[src/rtl/mul_bcd_arbiter.sv]
// Round-robin arbiter that shares one multiply/BCD engine among NREQ requesters.
// Each granted request is issued to the engine, waited on with a timeout, then returned as a response.
module mul_bcd_arbiter #(
  parameter int N       = 8,
  parameter int NREQ    = 4,
  parameter int TIMEOUT = 40
) (
  input  logic                     clk,
  input  logic                     reset,
  input  logic [NREQ-1:0]          req_valid,
  output logic [NREQ-1:0]          req_ready,
  input  logic [NREQ*N-1:0]        req_a,
  input  logic [NREQ*N-1:0]        req_b,
  output logic                     eng_start,
  output logic [N-1:0]             eng_a,
  output logic [N-1:0]             eng_b,
  input  logic                     eng_done,
  input  logic [2*N-1:0]           eng_product,
  input  logic [15:0]              eng_bcd,
  output logic                     rsp_valid,
  input  logic                     rsp_ready,
  output logic [$clog2(NREQ)-1:0]  rsp_id,
  output logic [2*N-1:0]           rsp_product,
  output logic [15:0]              rsp_bcd,
  output logic                     rsp_timeout,
  output logic                     busy
);

  localparam int ID_W = $clog2(NREQ);

  typedef enum logic [1:0] {IDLE, ISSUE, WAIT, RESP} state_t;

  state_t          state;
  logic [ID_W-1:0] last;
  logic [ID_W-1:0] cur_id;
  logic [7:0]      timer;

  logic            grant_found;
  logic [ID_W-1:0] grant_idx;
  logic [ID_W-1:0] idx;
  logic [N-1:0]    sel_a;
  logic [N-1:0]    sel_b;

  // Search starts one past the last served requester and wraps, so every requester gets a turn.
  always_comb begin
    grant_found = 1'b0;
    grant_idx   = '0;
    idx         = last;
    sel_a       = '0;
    sel_b       = '0;
    req_ready   = '0;
    for (int k = 0; k < NREQ; k++) begin
      idx = (idx == ID_W'(NREQ-1)) ? '0 : idx + ID_W'(1);
      if (!grant_found && req_valid[idx]) begin
        grant_found = 1'b1;
        grant_idx   = idx;
      end
    end
    for (int k = 0; k < NREQ; k++) begin
      if (grant_idx == ID_W'(k)) begin
        sel_a = req_a[k*N +: N];
        sel_b = req_b[k*N +: N];
      end
    end
    if (state == IDLE && !reset) begin
      req_ready[grant_idx] = grant_found;
    end
  end

  always_ff @(posedge clk or posedge reset) begin
    if (reset) begin
      state       <= IDLE;
      last        <= ID_W'(NREQ-1);
      cur_id      <= '0;
      timer       <= '0;
      eng_start   <= 1'b0;
      eng_a       <= '0;
      eng_b       <= '0;
      rsp_valid   <= 1'b0;
      rsp_id      <= '0;
      rsp_product <= '0;
      rsp_bcd     <= '0;
      rsp_timeout <= 1'b0;
      busy        <= 1'b0;
    end else begin
      case (state)
        IDLE: begin
          timer <= '0;
          if (grant_found) begin
            eng_a     <= sel_a;
            eng_b     <= sel_b;
            cur_id    <= grant_idx;
            eng_start <= 1'b1;
            busy      <= 1'b1;
            state     <= ISSUE;
          end
        end
        ISSUE: begin
          eng_start <= 1'b0;
          timer     <= '0;
          state     <= WAIT;
        end
        WAIT: begin
          // A completion on the final allowed cycle still counts as a normal result.
          if (eng_done) begin
            rsp_product <= eng_product;
            rsp_bcd     <= eng_bcd;
            rsp_timeout <= 1'b0;
            rsp_id      <= cur_id;
            rsp_valid   <= 1'b1;
            eng_a       <= '0;
            eng_b       <= '0;
            state       <= RESP;
          end else if (timer == 8'(TIMEOUT-1)) begin
            rsp_product <= '0;
            rsp_bcd     <= '0;
            rsp_timeout <= 1'b1;
            rsp_id      <= cur_id;
            rsp_valid   <= 1'b1;
            eng_a       <= '0;
            eng_b       <= '0;
            state       <= RESP;
          end else begin
            timer <= timer + 8'd1;
          end
        end
        RESP: begin
          if (rsp_ready) begin
            rsp_valid <= 1'b0;
            last      <= rsp_id;
            busy      <= 1'b0;
            state     <= IDLE;
          end
        end
        default: state <= IDLE;
      endcase
    end
  end

endmodule

[config.mk]
export PLATFORM = sky130hd
export DESIGN_NAME = mul_bcd_arbiter
export DESIGN_NICKNAME = d
export VERILOG_FILES = /design/src/rtl/mul_bcd_arbiter.sv
export SDC_FILE = /design/constraint.sdc
export NUM_CORES = 1
export LEC_CHECK = 0
export CORE_MARGIN = 5
export CORE_UTILIZATION = 38
export DETAILED_ROUTE_END_ITERATION = 10
export GPL_TIMING_DRIVEN = 0
export PLACE_DENSITY = 0.77
export SLEW_MARGIN = 20
export SYNTH_ARGS = -nofsm -noshare
export SYNTH_HDL_FRONTEND = slang
export SYNTH_SLANG_ARGS = --single-unit
[constraint.sdc]
create_clock -name clk -period 2.8 [get_ports clk]
set_clock_uncertainty 0.05 [all_clocks]
set_input_delay 0.56 -clock clk [delete_from_list [all_inputs] [get_ports clk]]
set_output_delay 0.56 -clock clk [all_outputs]
set_load 0.01 [all_outputs]
==> deck_impl_summary.md <==
Run Summary

Run status
  – Status: complete, but fails checks
  – Failing checks: setup timing

STA
  – Final Setup Violations: 3
  – Final slew viol count: 0
  – Hold Vio Cnt, Final: 0
  – Worst Tran Pin Value: 753 ps
  – Tcrit/Tclk final: 1.02
  – RSZ-0062 raised after global routing: true
  – Post-route minimum period: 2840 ps
  – Post-route setup slack: -44.5 ps
  – Max-slew headroom: 0.496
  – Setup TNS: -92.2 ps
  – FMAX: 0.352 GHz

GRT
  – Global-route layer with the greatest usage: met2
  – Congestion Overflow GR: 0
  – Met3 Resource Use GR: 0.0542
  – Antenna violations before repair: 0
  – Vias in the first global route: 3442

Place
  – Placed Instance Area: 5330 um^2
  – PortBufs: 160
  – Routability cong.: 0.831
  – Setup Slack @ Placement: -875 ps
  – Post-DP HPWL: 8180 um

Power and ir drop
  – Switching Share: 0.374
  – P_leak: 2.52 nW
  – Power, Total: 5.49 mW
  – Max VDD drop: 0.595 mV
  – Internal power: 3.44 mW
  – Power Dens Cells: 951 nW/um^2
  – Psw: 2.05 mW
  – Comb pwr share: 0.553
  – Main power group: combinational logic
  – Sequential share of power: 0.296

Routing
  – DR pass1 iterations: 4
  – Routed Antenna Nets: 0
  – Via/cell ratio: 5.47

Critical path
  – Worst Setup Path Type: register to primary output
  – Register-to-Register Path Depth: 7
  – Critical Path RT: 2190 ps
  – Delay-heaviest family, CP: simple AND/OR/NAND/NOR gates
  – Critical path depth: 7

Cells and area
  – N_diodes: 0
  – Final Net Count: 616
  – Gate Area: 1770 um^2
  – Comb gates: 213
  – Post-route design area: 5770 um^2
  – Buffering overhead: 0.329
  – ClkCell Share: 0.0349
  – Flops: 68
  – Fin cells: 621

Yosys
  – Count of library flops with an enable pin: 0
  – Synth cell types: 52
  – Synthesized cell area: 3550 um^2
  – Mapped Nets: 429
  – Sequential cell area fraction in the yosys report: 0.480
  – Post-synth regs: 68
  – Yosys warning tally: 0
  – Cells after Synth: 318
  – Yosys chip area: 3550 um^2
  – Async SR Flop Fraction: 1.00

Die
  – Die width: 107 um
  – # Taps: 111
  – Height of the die: 107 um
  – Initial Util: 0.388

Worst hold path
  – HP Class: register to register
  – Hold Path Depth: 2

CTS
  – CTS tree: built
  – Setup Buffers After CTS: 12
  – Hold-fix buffers at CTS: 0
  – Root Driver: clkbuf_8
  – Cts bufs inserted: 9
  – Clock sink count: 68
  – Max Buffers Root-to-Sink: 2
  – Clock-pin slew on the worst setup and hold paths: 80 ps
  – Post_cts resized: 45

Job
  – MaxCap Viol Count: 0
  – Tool warning count: 32
==> state kept, by name, summed over array words and instances (netlist names), 8 cells and up <==
signal       count
eng_a            8
eng_b            8
rsp_product     16
timer            8
rsp_bcd         16
==> per-layer routing <==
metal | routed length, um | vias to the layer above
li1 | - | 1584
met1 | 4740 | 1677
met2 | 5520 | 119
met3 | 782 | 16
met4 | 181 | 0
met5 | 0 | -
==> final timing paths <==
kind,startpoint,endpoint,slack [ps]
max,last[1],req_ready[2],-40
min,eng_a[0],eng_a[0],440
max reg2reg,timer[0],eng_a[7],240
min reg2reg,eng_a[0],eng_a[0],440
max in group asynchronous,reset,rsp_product[15],1520
min in group asynchronous,reset,eng_a[1],660
==> logic make-up after synthesis <==
family	after synthesis	synth area share
muxes	39	0.114
adders and majority gates	7	0.0247
buffers and inverters	37	0.0522
AOI/OAI and AO/OA	94	0.216
and+or+nand+nor	73	0.113
DFF	68	0.480
==> worst min-delay path, cell delays in order (launching register included) <==
cell,delay (ps)
dfrtp_1,350
nand2_1,50
o221ai_1,60
==> cell usage after synthesis, drive strengths merged (3+ instances only) <==
master | count | share of area
o21ai | 11 | 0.016
ha | 7 | 0.025
a22o | 42 | 0.10
a21oi | 5 | 0.0070
dfrtp | 66 | 0.47
mux2 | 9 | 0.030
nor2 | 8 | 0.0085
nand2b | 4 | 0.0092
nand2 | 34 | 0.036
o221ai | 17 | 0.042
mux2i | 30 | 0.085
clkbuf | 13 | 0.014
inv | 13 | 0.014
buf | 11 | 0.025
nand4 | 3 | 0.0070
==> layout by cell type, fill, tap and decap left out, drive strengths merged, types with 8 or more instances in the layout <==
cell	n
inv	13
nand2	34
o21ai	11
dfrtp	66
o221ai	17
nor2	8
clkdlybuf4s50	153
mux2	9
mux2i	30
buf	31
a22o	42
clkbuf	23
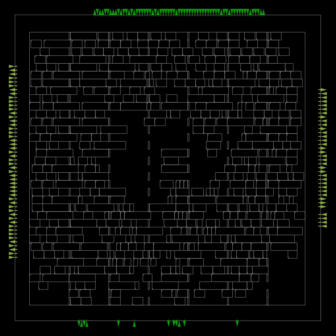
Fig. 1. Cell outlines without signal wires.
row count: 35
fillers: 748
Final Util: 0.630
core area: 9150 um^2

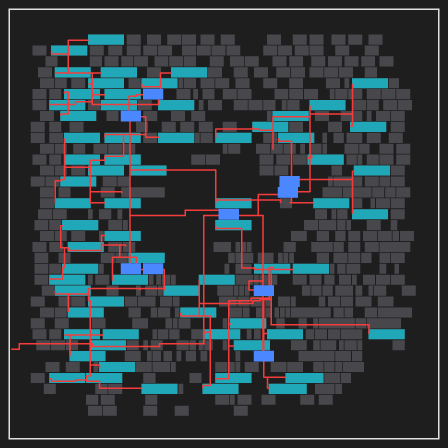
Fig. 2. Routed clock nets over the placement.
clock wires -> red  # length 965 um
flip-flops -> cyan  # count 68
cells driving clock nets -> blue  # count 9
routed clock nets = 10
Clock Power Share: 0.152
Worst-Skew Late Latency: 340 ps
Clk. pwr: 0.833 mW

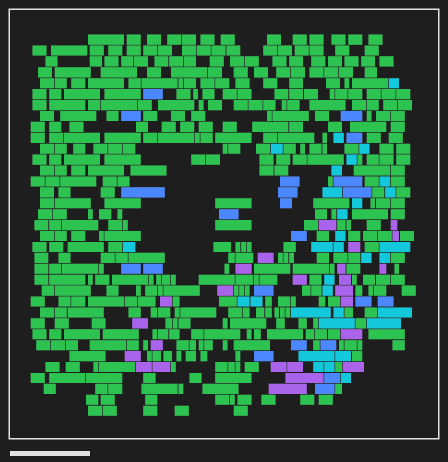
Fig. 3. Drive-strength map.
Bar = 20 um.
drive 6 and up -> blue  # cells 22, share 4.3%
drive 2 -> purple  # cells 25, share 4.9%
drive 3 to 4 -> cyan  # cells 32, share 6.3%
drive 1 or less -> green  # cells 431, share 85%
Area Overhead vs Synth: 62.6%
post-route setup slack: -44.5 ps
Non-CTS buffers: 200

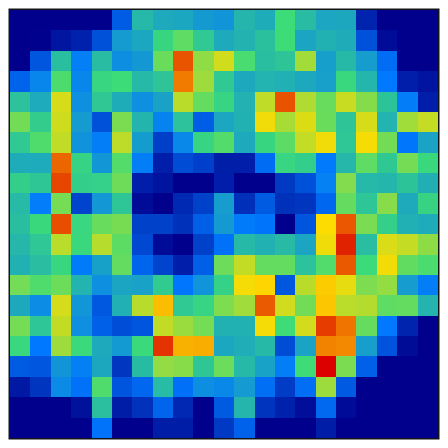
Fig. 4. Wiring heat map.
21 x 21 tiles, from dark blue (low) to red (high), scaled to the fullest tile. Values are wire area over tile area, all layers added.
tiles over half the peak = 27%
fullest tile = 0.44
emptiest ninth of the die = centre
nearly empty tiles = 12%
mean over tiles = 0.16
DRT Wirelength: 11200 um
routed vias: 3396
All-Layer GR Usage: 0.190
WL/cell: 18.1 um

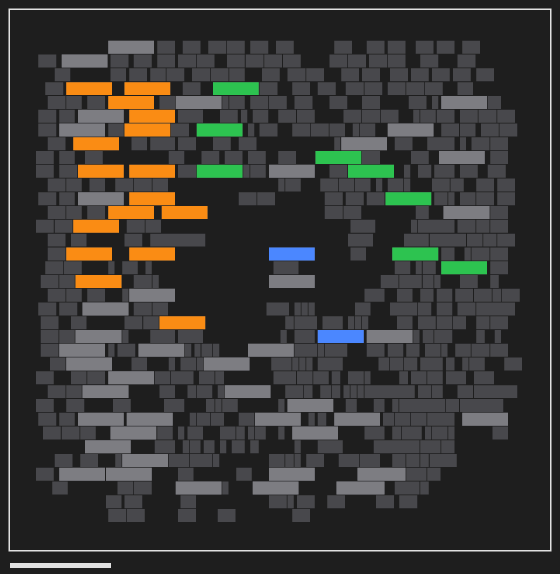
Fig. 5. Sequential cells grouped by signal name.
Bar = 20 um.
`rsp_product` -> orange  # sequential cells 16
`rsp_id` -> blue  # sequential cells 2
`eng_a` -> green  # sequential cells 8
not coloured = 42
storage element area: 1700 um^2
flop share of the area: 0.295
Flop+latch power: 1.62 mW

Power and IR drop assume default switching activity.
